### Local utilization, run 1

Scale bar: 50 um. The die is cut into 22 by 18 equal tiles; dark blue is low, red is high, 0 to 100% covered.
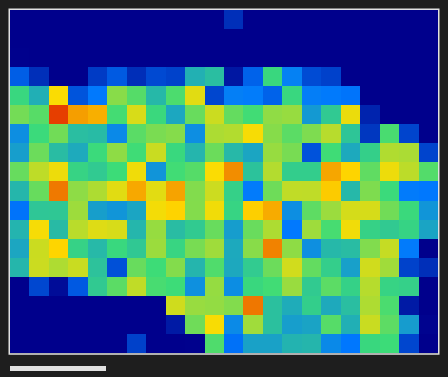
### Congestion heat map, run 1

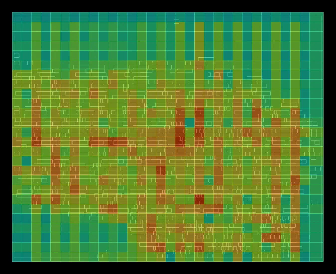
### Wiring heat map, run 1

Scale bar: 50 um. The die is cut into 22 by 18 equal tiles; dark blue is low, red is high, scaled to the fullest tile. Values are wire area over tile area, all layers added.
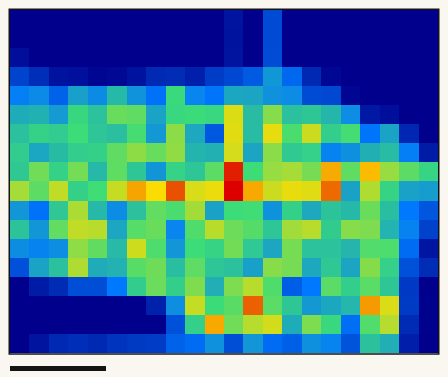
### Cell sizes after repair, run 1

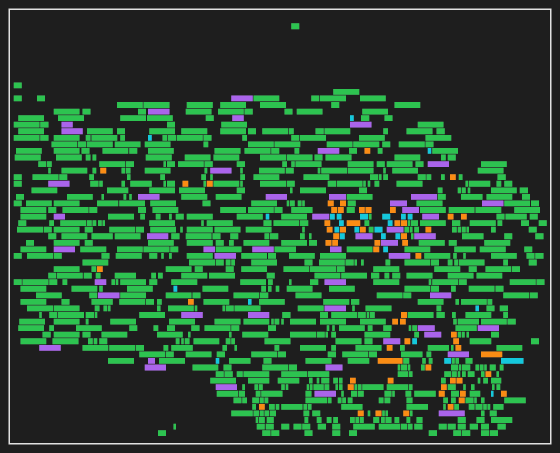
## src/rtl/inst_sequencer.sv

```systemverilog
// -----------------------------------------------------------------------------
// inst_sequencer
//
// Instruction issuer that sits on the far side of the control unit's
// run/reg_inst/done handshake. A small program memory is filled through a
// write port while the sequencer is idle or halted. On start, words are
// fetched in address order and presented to the control unit one at a time.
//
// Handshake: run high means inst_out carries a valid instruction. inst_out
// and pc stay stable for as long as run is high. The instruction is complete
// on the first rising clock edge at which cu_done is sampled high while run
// is high. cu_done at any other time is ignored.
//
// Instruction word: [15:13] dest reg, [12:10] src reg (fmt 00),
// [12:5] immediate (fmt 01), [4:2] ALU op, [1:0] format.
// Format 11 is HALT. A HALT word is never issued.
//
// Ports:
//   clk, rst       clock and asynchronous active-high reset
//   load_en/addr/data  program memory write port (honoured in IDLE/HALT)
//   start          begin execution from address 0
//   abort          cancel execution (FETCH/ISSUE only) and return to IDLE
//   cu_done        end-of-instruction pulse from the control unit
//   inst_out       instruction presented to the control unit
//   run            inst_out is valid and must be executed
//   busy           sequencer is in FETCH or ISSUE
//   prog_done      sequencer is in HALT
//   pc             address of the current instruction
//   issued_count   instructions completed since the last start (wraps)
//   load_err       one-cycle pulse for a load attempted while busy
//   dbg_state      current FSM state (IDLE=0, FETCH=1, ISSUE=2, HALT=3)
// -----------------------------------------------------------------------------
module inst_sequencer #(
   parameter int DEPTH = 16,
   parameter int AW    = 4
) (
   input  logic          clk,
   input  logic          rst,
   input  logic          load_en,
   input  logic [AW-1:0] load_addr,
   input  logic [15:0]   load_data,
   input  logic          start,
   input  logic          abort,
   input  logic          cu_done,
   output logic [15:0]   inst_out,
   output logic          run,
   output logic          busy,
   output logic          prog_done,
   output logic [AW-1:0] pc,
   output logic [15:0]   issued_count,
   output logic          load_err,
   output logic [1:0]    dbg_state
);

   typedef enum logic [1:0] {
      S_IDLE  = 2'd0,
      S_FETCH = 2'd1,
      S_ISSUE = 2'd2,
      S_HALT  = 2'd3
   } state_t;

   localparam logic [1:0]    FMT_HALT = 2'b11;
   localparam logic [AW-1:0] LAST_PC  = AW'(DEPTH - 1);

   state_t      state;
   logic [15:0] mem [DEPTH];
   logic        is_halt_word;

   assign is_halt_word = (inst_out[1:0] == FMT_HALT);

   // Decoded straight from state so that an asynchronous reset drops run
   // without waiting for a clock edge.
   assign busy      = (state == S_FETCH) || (state == S_ISSUE);
   assign run       = (state == S_ISSUE) && !is_halt_word;
   assign dbg_state = state;

   // Program memory survives rst. Writes are only accepted while not busy.
   // A write that lands on the same edge as start is visible to the
   // following FETCH, which reads one edge later.
   always_ff @(posedge clk) begin
      if (load_en && !busy) begin
         mem[load_addr] <= load_data;
      end
   end

   always_ff @(posedge clk or posedge rst) begin
      if (rst) begin
         state        <= S_IDLE;
         inst_out     <= 16'h0000;
         pc           <= '0;
         issued_count <= 16'h0000;
         prog_done    <= 1'b0;
         load_err     <= 1'b0;
      end else begin
         load_err <= load_en && busy;

         case (state)
            S_IDLE: begin
               if (start) begin
                  state        <= S_FETCH;
                  pc           <= '0;
                  issued_count <= 16'h0000;
               end
            end

            S_FETCH: begin
               if (abort) begin
                  state <= S_IDLE;
                  pc    <= '0;
               end else begin
                  inst_out <= mem[pc];
                  state    <= S_ISSUE;
               end
            end

            S_ISSUE: begin
               // abort wins over a coincident cu_done: nothing is counted.
               if (abort) begin
                  state <= S_IDLE;
                  pc    <= '0;
               end else if (is_halt_word) begin
                  state     <= S_HALT;
                  prog_done <= 1'b1;
               end else if (cu_done) begin
                  issued_count <= issued_count + 16'd1;
                  // The last word ends the program so pc never wraps.
                  if (pc == LAST_PC) begin
                     state     <= S_HALT;
                     prog_done <= 1'b1;
                  end else begin
                     pc    <= pc + AW'(1);
                     state <= S_FETCH;
                  end
               end
            end

            S_HALT: begin
               if (start) begin
                  state        <= S_FETCH;
                  pc           <= '0;
                  issued_count <= 16'h0000;
                  prog_done    <= 1'b0;
               end
            end

            default: begin
               state <= S_IDLE;
            end
         endcase
      end
   end

endmodule
```

## config.mk

```make
export PLATFORM = sky130hd
export DESIGN_NAME = inst_sequencer
export DESIGN_NICKNAME = d
export VERILOG_FILES = /design/src/rtl/inst_sequencer.sv
export SDC_FILE = /design/constraint.sdc
export NUM_CORES = 1
export LEC_CHECK = 0
export CORE_ASPECT_RATIO = 0.8
export CORE_UTILIZATION = 30
export CTS_CLUSTER_DIAMETER = 120
export DETAILED_ROUTE_END_ITERATION = 8
export PLACE_DENSITY = 0.51
export RECOVER_POWER = 25
export SLEW_MARGIN = 40
export SYNTH_ARGS = -nofsm -noshare
export SYNTH_HDL_FRONTEND = slang
export SYNTH_SLANG_ARGS = --single-unit
export TNS_END_PERCENT = 5
```

## constraint.sdc

```tcl
create_clock -name clk -period 2.7 [get_ports clk]
set_input_delay 0.675 -clock clk [delete_from_list [all_inputs] [get_ports clk]]
set_output_delay 0.675 -clock clk [all_outputs]
set_load 0.005 [all_outputs]
```

==> run_summary.xml, run 1 <==
<?xml version="1.0" encoding="UTF-8"?>
<metrics>
  <group name="clocking">
    <metric name="clock-root-buffer" unit="">sky130_fd_sc_hd__clkbuf_16</metric>
    <metric name="worst_skew_pair.late_latency" unit="ps">580</metric>
    <metric name="cts_htree_levels" unit="">1</metric>
  </group>
  <group name="critical_path">
    <metric name="worstPathArrival" unit="ps">1950</metric>
    <metric name="r2r.worst_path.cells" unit="">6</metric>
    <metric name="cp_data_required_time" unit="ps">2030</metric>
    <metric name="crit_path_end_kind" unit="">output port</metric>
    <metric name="rr_startpoint" unit="">dbg_state[1]$_DFFE_PP0P_</metric>
    <metric name="reg2reg_setup_slack" unit="ps">420</metric>
    <metric name="crit_path_category" unit="">reg -&gt; out</metric>
  </group>
  <group name="timing">
    <metric name="setup_repair_after_global_routing_missed_its_margin" unit="">true</metric>
    <metric name="final.period_utilization" unit="">0.9717</metric>
    <metric name="clock-skew-final" unit="ps">26.31</metric>
  </group>
  <group name="outcome">
    <metric name="outcome" unit="">finished, final reports clean</metric>
  </group>
  <group name="detailed_routing">
    <metric name="first_iter_violations" unit="">479</metric>
    <metric name="detail-route-antenna-nets" unit="">0</metric>
    <metric name="route.detailed.vias_per_inst" unit="">4.804</metric>
    <metric name="drt-pass1-iter-count" unit="">5</metric>
  </group>
  <group name="synthesis">
    <metric name="synth-simple-area-share" unit="">0.07703</metric>
    <metric name="synth_chip_area" unit="um^2">11810</metric>
    <metric name="mux_share" unit="">0.1085</metric>
    <metric name="post_synth_most_frequent_cells" unit="">sky130_fd_sc_hd__edfxtp_1 (256), sky130_fd_sc_hd__mux2i_1 (128), sky130_fd_sc_hd__nor2_1 (64)</metric>
    <metric name="synth-warning-count" unit="">0</metric>
  </group>
  <group name="run">
    <metric name="tally_of_max_capacitance_violations" unit="">0</metric>
    <metric name="openroad_warnings" unit="">31</metric>
  </group>
  <group name="placed_design">
    <metric name="place.gp.congestion" unit="">0.7845</metric>
    <metric name="postPlaceCellArea" unit="um^2">13670</metric>
    <metric name="place_inst" unit="">1388</metric>
    <metric name="port-buffer-count" unit="">67</metric>
  </group>
  <group name="floorplan">
    <metric name="core-area" unit="um^2">38520</metric>
    <metric name="die_w" unit="um">223.8</metric>
  </group>
  <group name="pwr">
    <metric name="vdd_drop_max" unit="V">0.0004591</metric>
    <metric name="share_seq_of_total_power" unit="">0.446</metric>
  </group>
  <group name="grt">
    <metric name="maximum_number_of_pins_on_one_net_before_global_route_repair" unit="">73</metric>
    <metric name="grt_busiest_layer" unit="">met1</metric>
    <metric name="globalRouteMet3Util" unit="">0.02207</metric>
    <metric name="antenna_violations_before_repair" unit="">0</metric>
  </group>
  <group name="hold_path">
    <metric name="hp-class" unit="">reg -&gt; reg</metric>
    <metric name="hold_depth" unit="">1</metric>
    <metric name="holdPathEnd" unit="">prog_done$_DFFE_PP0P_</metric>
  </group>
  <group name="cells_and_area">
    <metric name="drive_gt1_frac" unit="">0.1485</metric>
  </group>
</metrics>
Back to the opening pictures, 'Local utilization':
fullest tile	93%
mean over tiles	35%
emptiest ninth of the die	north-east
nearly empty tiles	28%

Back to the opening pictures, 'Congestion heat map':
GR Layer Usage met1: 0.2237
global-route usage over all layers: 0.1437
utilization of the core after routing: 0.3805
WL per Instance: 20.06 um
GRT met2 Usage: 0.2115

Back to the opening pictures, 'Wiring heat map':
mean over tiles	0.11
emptiest ninth of the die	north-east
nearly empty tiles	24%

Back to the opening pictures, 'Cell sizes after repair':
color	size	cells	share
cyan	x2	27	2.9%
purple	x6 and larger	50	5.5%
orange	x3 and x4	59	6.4%
green	x1 and smaller	780	85%

==> run 1: worst max path at each step <==
stage                                         endpoint                     start  slack (ps)
after floorplan                    mem[4][0]$_DFFE_PP_  dbg_state[0]$_DFFE_PP0P_        -160
final                                             busy  dbg_state[1]$_DFFE_PP0P_          80
after detailed placement  issued_count[15]$_DFFE_PP0P_                   cu_done          20
after CTS                                         busy  dbg_state[1]$_DFFE_PP0P_          20
after global placement     issued_count[5]$_DFFE_PP0P_                   cu_done          20
after global routing                              busy  dbg_state[1]$_DFFE_PP0P_          -6
==> run 1: placed cells by master, fill, tap and decap left out, types with 7 or more instances in the layout <==
master / instances
sky130_fd_sc_hd__a21oi_1: 15
sky130_fd_sc_hd__buf_12: 11
sky130_fd_sc_hd__buf_4: 56
sky130_fd_sc_hd__clkbuf_1: 7
sky130_fd_sc_hd__clkbuf_16: 29
sky130_fd_sc_hd__clkdlybuf4s50_1: 57
sky130_fd_sc_hd__clkinv_2: 8
sky130_fd_sc_hd__dfrtp_1: 38
sky130_fd_sc_hd__dlygate4sd3_1: 10
sky130_fd_sc_hd__edfxtp_1: 256
sky130_fd_sc_hd__inv_1: 7
sky130_fd_sc_hd__mux2i_1: 128
sky130_fd_sc_hd__nand2_1: 22
sky130_fd_sc_hd__nand2b_1: 10
sky130_fd_sc_hd__nand3_1: 9
sky130_fd_sc_hd__nor2_1: 52
sky130_fd_sc_hd__nor2_2: 12
sky130_fd_sc_hd__nor3_1: 34
sky130_fd_sc_hd__nor4_1: 16
sky130_fd_sc_hd__o21ai_0: 12
sky130_fd_sc_hd__o22ai_1: 48
sky130_fd_sc_hd__o31ai_1: 8
sky130_fd_sc_hd__or4_1: 7
==> run 1: state kept, by name, summed over array words and instances, names as in the netlist <==
name	flops
prog_done	1
mem	256
issued_count	16
dbg_state	2
inst_out	16
load_err	1
pc	4
==> run 1: metal layers <==
layer | vias up | wire length [um]
li1 | 3248 | -
met1 | 3516 | 14820
met2 | 136 | 12540
met3 | 37 | 1186
met4 | 0 | 414
met5 | - | 0
==> run 1: cells by family after synthesis <==
| logic type | after synthesis |
|---|---|
| AOI/OAI and AO/OA | 102 |
| adders and majority gates | 6 |
| buffers and inverters | 46 |
| DFF | 296 |
| muxes | 128 |
| and+or+nand+nor | 187 |
==> run 1: critical path, stage by stage (launching register included) <==
cell	delay, ps
sky130_fd_sc_hd__dfrtp_2	460
sky130_fd_sc_hd__ha_1	340
sky130_fd_sc_hd__inv_1	90
sky130_fd_sc_hd__clkdlybuf4s50_1	510
==> run 1: final cells by class <==
class                   instances  area (um^2)
fillers                      3621        23860
flip-flops and latches        296         8693
clock buffers                  41        830.8
well taps                     528        660.6
inverters                       8        30.03
repair buffers                135         1315
multi-input cells             423         2994
clock inverters                13        132.6
==> run 1: power groups by stage <==
stage                     Sequential, uW  Combinational [uW]  Clock (uW)
after floorplan                     5540                1480           0
after global placement              5620                2760           0
after detailed placement            5620                2780           0
after CTS                           5530                2810        4180
after global routing                5560                3020        4370
final                               5520                2780        4080
==> run 1: timing repair <==
action / CTS / global route
hold buffers: 0 / 0
hold endpoints to repair: 0 / 0
resized: 3 / 1
setup buffers: 1 / 1
endpoints found under the setup margin: 2 / 2
### Placement by cell class, run 1

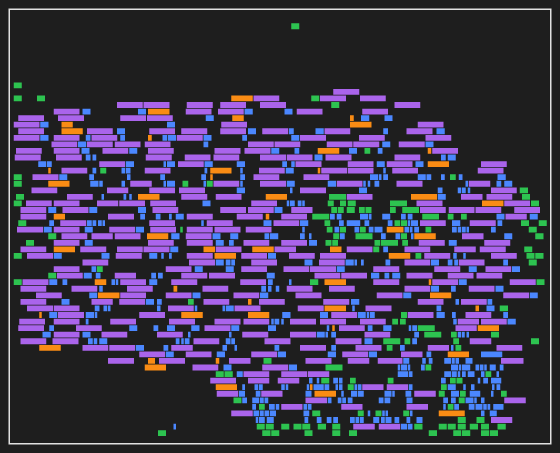

==> inputs of run 2 (changes only) <==
Settings changed: CORE_ASPECT_RATIO 0.8 to 0.7.
### Placement by cell class, run 2

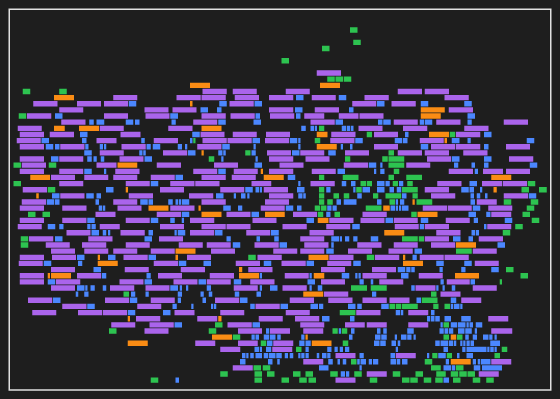
color	class	cells	share of their area
purple	registers	296	62%
green	remaining buffers and delay cells	135	9.7%
blue	remaining logic cells	431	22%
orange	clock drivers and dummy loads	54	6.6%

==> run 2 against run 1 <==
  * The run now ends with max-capacitance violations, max-slew violations left
  * Power is 0.60% lower
  * Clock-buffer cell count is 4 higher
  * Clock power is 2% lower
  * Critical path depth is 2 lower
  * Flip-flop count stayed put
  * Die size hardly changed
  * Via count is 0.45% higher
  * Hold slack hardly changed
  * Sequential power hardly changed
  * Worst setup slack better by 200 ps
  * Cell area is 0.17% higher
  * Global-route usage is 0.57 points higher
==> run_summary.xml, run 2 <==
<?xml version="1.0" encoding="UTF-8"?>
<metrics>
  <group name="detailed_routing">
    <metric name="route.detailed.wl_per_inst" unit="um">20.63</metric>
    <metric name="first_iter_violations" unit="">503</metric>
    <metric name="totalWireLength" unit="um">29760</metric>
    <metric name="drt-pass1-iter-count" unit="">5</metric>
    <metric name="route.detailed.vias_per_inst" unit="">4.829</metric>
    <metric name="detail-route-antenna-nets" unit="">0</metric>
  </group>
  <group name="critical_path">
    <metric name="crit_path_end_kind" unit="">output port</metric>
    <metric name="crit_path_category" unit="">reg -&gt; out</metric>
    <metric name="slowest_stage" unit="">sky130_fd_sc_hd__dfrtp_1</metric>
    <metric name="worstPathArrival" unit="ps">1750</metric>
    <metric name="cp_data_required_time" unit="ps">2030</metric>
    <metric name="timing.critical_path.slowest_cell_delay" unit="ps">590</metric>
    <metric name="path_buffers" unit="">1</metric>
    <metric name="cp_cell_sequence" unit="">clkdlybuf4s50_1</metric>
    <metric name="timing.critical_path.max_delay_family" unit="">flip-flops</metric>
  </group>
  <group name="synthesis">
    <metric name="syn-instance-count" unit="">765</metric>
    <metric name="post_synth_most_frequent_cells" unit="">sky130_fd_sc_hd__edfxtp_1 (256), sky130_fd_sc_hd__mux2i_1 (128), sky130_fd_sc_hd__nor2_1 (64)</metric>
    <metric name="synth_chip_area" unit="um^2">11810</metric>
    <metric name="synth-warning-count" unit="">0</metric>
  </group>
  <group name="floorplan">
    <metric name="chip_area" unit="um^2">40170</metric>
    <metric name="core-area" unit="um^2">38590</metric>
    <metric name="die_w" unit="um">239.1</metric>
    <metric name="floorplan.rows" unit="">60</metric>
  </group>
  <group name="timing">
    <metric name="final.min_clock_period" unit="ps">2428</metric>
    <metric name="worstMarginPinSlew" unit="ps">1584</metric>
    <metric name="fmaxAchievable" unit="GHz">0.4119</metric>
    <metric name="clock-skew-final" unit="ps">11.88</metric>
    <metric name="setup_repair_after_global_routing_missed_its_margin" unit="">false</metric>
    <metric name="final.period_utilization" unit="">0.8992</metric>
    <metric name="final_tally_of_max_slew_violations" unit="">29</metric>
  </group>
  <group name="cells_and_area">
    <metric name="comb_area" unit="um^2">3007</metric>
    <metric name="largest_register" unit="">mem</metric>
    <metric name="biggestRegsByFlops" unit="">mem x256, inst_out x16, issued_count x16</metric>
    <metric name="most_common_cell_after_layout_fill_and_taps_aside" unit="">sky130_fd_sc_hd__edfxtp_1</metric>
    <metric name="largest_register_ffs" unit="">256</metric>
    <metric name="regArea" unit="um^2">8693</metric>
    <metric name="drive_gt1_frac" unit="">0.1419</metric>
    <metric name="flow.area_growth_from_synthesis" unit="%">24.33</metric>
    <metric name="num-fill-cells" unit="">3663</metric>
    <metric name="final_layout_top_logic_cells" unit="">sky130_fd_sc_hd__edfxtp_1 (256), sky130_fd_sc_hd__mux2i_1 (128), sky130_fd_sc_hd__clkdlybuf4s50_1 (56)</metric>
  </group>
  <group name="run">
    <metric name="tally_of_max_capacitance_violations" unit="">1</metric>
    <metric name="openroad_warnings" unit="">30</metric>
  </group>
  <group name="outcome">
    <metric name="failed_checks" unit="">max-capacitance violations, max-slew violations</metric>
    <metric name="outcome" unit="">finished, violations left</metric>
  </group>
  <group name="clocking">
    <metric name="clock_path_buffers" unit="">3</metric>
    <metric name="cts_htree_levels" unit="">1</metric>
    <metric name="worst_skew_pair.late_latency" unit="ps">560</metric>
    <metric name="cts.sink_count" unit="">296</metric>
    <metric name="clock-root-buffer" unit="">sky130_fd_sc_hd__clkbuf_16</metric>
  </group>
  <group name="placed_design">
    <metric name="place.gp.congestion" unit="">0.7579</metric>
    <metric name="postPlaceCellArea" unit="um^2">13720</metric>
    <metric name="port-buffer-count" unit="">67</metric>
  </group>
  <group name="pwr">
    <metric name="vdd_drop_max" unit="V">0.0004270</metric>
  </group>
  <group name="grt">
    <metric name="track_usage" unit="">0.1495</metric>
    <metric name="maximum_number_of_pins_on_one_net_before_global_route_repair" unit="">77</metric>
    <metric name="antenna_violations_before_repair" unit="">0</metric>
  </group>
  <group name="hold_path">
    <metric name="hp-class" unit="">reg -&gt; reg</metric>
  </group>
</metrics>
[run 2: cell counts after synthesis]
Identical to the previous run, type by type.
[run 2: through the flow]
stage          TNS, ps  worst slack, ps  cells    util  hold WS (ps)
2_1_floorplan    -6033           -159.0    765       -         479.4
3_3_place_gp         0            9.452   1387  0.3555         478.6
3_5_place_dp    -23.30           -20.64   1387  0.3555         485.8
4_1_cts              0            23.15   1442  0.3804         476.6
5_1_grt              0            209.2   1443  0.3805         549.9
6_report             0            272.2   1443  0.3805         505.5
[run 2: area by class of cell]
type / count / area share
clock buffer: 45 / 0.05625
clock inverter: 9 / 0.006733
inverter: 8 / 0.002131
multi-input combinational: 423 / 0.2048
sequential: 296 / 0.5921
tap: 527 / 0.04491
timing repair buffer: 135 / 0.09306
[run 2: final timing paths]
| check | start | endpoint | slack [ps] | cells past startpoint |
|---|---|---|---|---|
| worst max-delay path | pc[2]$_DFFE_PP0P_ | pc[2] | 270 | 1 |
| worst min-delay path | prog_done$_DFFE_PP0P_ | prog_done$_DFFE_PP0P_ | 510 | 1 |
| worst max register to register | dbg_state[0]$_DFFE_PP0P_ | issued_count[7]$_DFFE_PP0P_ | 460 | 7 |
| worst min register to register | prog_done$_DFFE_PP0P_ | prog_done$_DFFE_PP0P_ | 510 | 1 |
| max in group asynchronous | rst | inst_out[8]$_DFFE_PP0P_ | 630 | 3 |
| min in group asynchronous | rst | issued_count[6]$_DFFE_PP0P_ | 940 | 2 |
[run 2: cells by family after synthesis]
| family | share of synthesized area |
|---|---|
| multiplexers | 0.1085 |
| AND-OR/OR-AND | 0.05563 |
| adder cells (fa/ha/maj) | 0.006357 |
| buffers and inverters | 0.01674 |
| AND/OR/NAND/NOR | 0.07703 |
| flip-flops | 0.7357 |
[run 2: repair_timing]
| item | in CTS | in global routing |
|---|---|---|
| hold buffers | 0 | 0 |
| endpoints found under the hold margin | 0 | 0 |
| setup endpoints to repair | 2 | 1 |
| gates resized | 6 | 2 |
| setup buffers | 1 | 1 |
[run 2: report_power, final]
group	switching (uW)	total [uW]	internal, uW
clock	1690	3980	2290
combinational	1470	2810	1340
sequential	241	5520	5280
total	3400	12300	8910
[run 2: per-layer routing]
metal,part of all wire,global-route usage,up-vias
met5,0,0,-
met4,0.014,0.02703,0
met3,0.049,0.02656,32
met2,0.42,0.2140,160
met1,0.52,0.2349,3523
li1,-,-,3253
### Congestion heat map, run 2

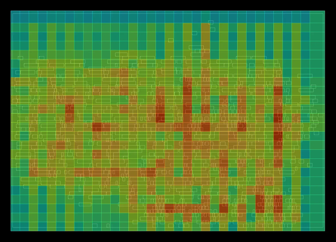

==> inputs of run 3 (changes only) <==
Settings changed: CORE_ASPECT_RATIO 0.7 to not set.
### Congestion heat map, run 3

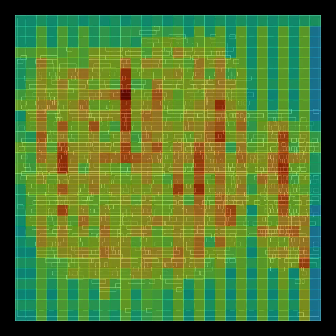
GRT met2 Usage: 0.2340
utilization of the core after routing: 0.3811
WL per Instance: 20.42 um
met3 GRT Util: 0.02457
gr busiest metal: met2

==> run 3 against run 2 <==
  * Worst setup slack got worse by 150 ps
  * Flip-flop count unchanged
  * Global-route usage is 0.26 points lower
  * Via count rose by 0.76%
  * Sequential power barely moved
  * The flow now finishes without violations
==> run_summary.xml, run 3 <==
<?xml version="1.0" encoding="UTF-8"?>
<metrics>
  <group name="timing">
    <metric name="final.setup.worst_slack" unit="ps">125.6</metric>
    <metric name="setup_repair_after_global_routing_missed_its_margin" unit="">false</metric>
    <metric name="clock-skew-final" unit="ps">24.60</metric>
    <metric name="final.period_utilization" unit="">0.9535</metric>
    <metric name="final_tally_of_max_slew_violations" unit="">0</metric>
    <metric name="final.min_clock_period" unit="ps">2574</metric>
  </group>
  <group name="grt">
    <metric name="track_usage" unit="">0.1468</metric>
    <metric name="maximum_number_of_pins_on_one_net_before_global_route_repair" unit="">61</metric>
  </group>
  <group name="detailed_routing">
    <metric name="first_iter_violations" unit="">399</metric>
    <metric name="totalWireLength" unit="um">29280</metric>
    <metric name="drt-pass1-iter-count" unit="">5</metric>
    <metric name="detail-route-antenna-nets" unit="">0</metric>
  </group>
  <group name="cells_and_area">
    <metric name="regArea" unit="um^2">8693</metric>
    <metric name="biggestRegsByFlops" unit="">mem x256, inst_out x16, issued_count x16</metric>
    <metric name="most_common_cell_after_layout_fill_and_taps_aside" unit="">sky130_fd_sc_hd__edfxtp_1</metric>
    <metric name="largest_register_ffs" unit="">256</metric>
    <metric name="num-fill-cells" unit="">3634</metric>
    <metric name="largest_register" unit="">mem</metric>
    <metric name="comb_area" unit="um^2">2994</metric>
    <metric name="post_layout_nonfiller_instances" unit="">1434</metric>
    <metric name="final_layout_top_logic_cells" unit="">sky130_fd_sc_hd__edfxtp_1 (256), sky130_fd_sc_hd__mux2i_1 (128), sky130_fd_sc_hd__clkdlybuf4s50_1 (57)</metric>
    <metric name="flow.area_growth_from_synthesis" unit="%">25.03</metric>
    <metric name="drive_gt1_frac" unit="">0.1386</metric>
  </group>
  <group name="clocking">
    <metric name="clock_path_buffers" unit="">3</metric>
    <metric name="number_of_buffers_created_by_cts" unit="">34</metric>
    <metric name="worst_skew_pair.late_latency" unit="ps">520</metric>
    <metric name="clock-root-buffer" unit="">sky130_fd_sc_hd__clkbuf_16</metric>
    <metric name="cts_htree_levels" unit="">2</metric>
  </group>
  <group name="critical_path">
    <metric name="crit_path_category" unit="">reg -&gt; out</metric>
    <metric name="crit_path_end_kind" unit="">output port</metric>
    <metric name="rr_startpoint" unit="">dbg_state[1]$_DFFE_PP0P_</metric>
    <metric name="critical_path.startpoint" unit="">dbg_state[0]$_DFFE_PP0P_</metric>
  </group>
  <group name="placed_design">
    <metric name="postPlaceCellArea" unit="um^2">13640</metric>
    <metric name="place_inst" unit="">1372</metric>
    <metric name="port-buffer-count" unit="">67</metric>
    <metric name="dpl_worst_slack" unit="ps">27.76</metric>
  </group>
  <group name="run">
    <metric name="tally_of_max_capacitance_violations" unit="">0</metric>
    <metric name="openroad_warnings" unit="">30</metric>
  </group>
  <group name="outcome">
    <metric name="outcome" unit="">finished, final reports clean</metric>
  </group>
  <group name="floorplan">
    <metric name="die_w" unit="um">200.4</metric>
    <metric name="chip_area" unit="um^2">40160</metric>
    <metric name="core-area" unit="um^2">38740</metric>
  </group>
  <group name="synthesis">
    <metric name="synth-warning-count" unit="">0</metric>
    <metric name="synth_chip_area" unit="um^2">11810</metric>
  </group>
  <group name="pwr">
    <metric name="vdd_drop_max" unit="V">0.0003916</metric>
  </group>
  <group name="hold_path">
    <metric name="hp-class" unit="">reg -&gt; reg</metric>
  </group>
</metrics>
run 3: cells by family after synthesis:
group / synth area share
simple gates: 0.07703
flops: 0.7357
mux: 0.1085
compound gates: 0.05563
fa+ha+maj: 0.006357
buf+inv: 0.01674
run 3: power breakdown:
part | leakage (uW) | switching (uW) | internal [uW]
Clock | 0.000540 | 1790 | 2760
Sequential | 0.00280 | 219 | 5280
Combinational | 0.00137 | 1460 | 1350
run 3: layout make-up:
cell class                      instances  share of cell area
Clock buffer                           41             0.06085
Clock inverter                         20             0.01424
Inverter                                8            0.002034
Multi-Input combinational cell        423              0.2028
Sequential cell                       296              0.5888
Tap cell                              518             0.04390
Timing Repair Buffer                  128             0.08737
run 3: metal layers:
layer / part of all wire / GRT usage / wire, um
met4: 0.015 / 0.03653 / 449
met3: 0.043 / 0.02457 / 1251
met5: 0 / 0 / 0
met1: 0.48 / 0.2080 / 14030
met2: 0.46 / 0.2340 / 13550
run 3: path summary, 6_finish.rpt:
kind	slack, ps	cells after the start	end
setup / recovery	130	5	run
hold / removal	500	1	prog_done$_DFFE_PP0P_
setup reg to reg	580	6	issued_count[8]$_DFFE_PP0P_
hold reg to reg	500	1	prog_done$_DFFE_PP0P_
max in group asynchronous	1150	3	inst_out[3]$_DFFE_PP0P_
min in group asynchronous	730	3	issued_count[14]$_DFFE_PP0P_
run 3: critical path, stage by stage, from the launching register on:
cell	delay (ps)
sky130_fd_sc_hd__dfrtp_1	390
sky130_fd_sc_hd__inv_2	100
sky130_fd_sc_hd__ha_1	170
sky130_fd_sc_hd__inv_1	90
sky130_fd_sc_hd__a21oi_1	120
sky130_fd_sc_hd__clkdlybuf4s50_1	520
run 3: through the flow:
step	total power, uW	setup TNS (ps)	hold WS [ps]
after floorplan	7018	-6033	479.4
after global placement	8372	0	487.2
after detailed placement	8383	0	491.2
after CTS	13020	0	504.1
after global routing	13480	0	530.5
final	12860	0	497.1
run 3: repair_timing:
| item | 4_1_cts | 5_1_grt |
|---|---|---|
| setup endpoints to repair | 1 | 2 |
| resized | 3 | 2 |
| hold buffers | 0 | 0 |
| setup buffers | 1 | 0 |
No activity file was given, so power comes from the tool's default toggle rates.
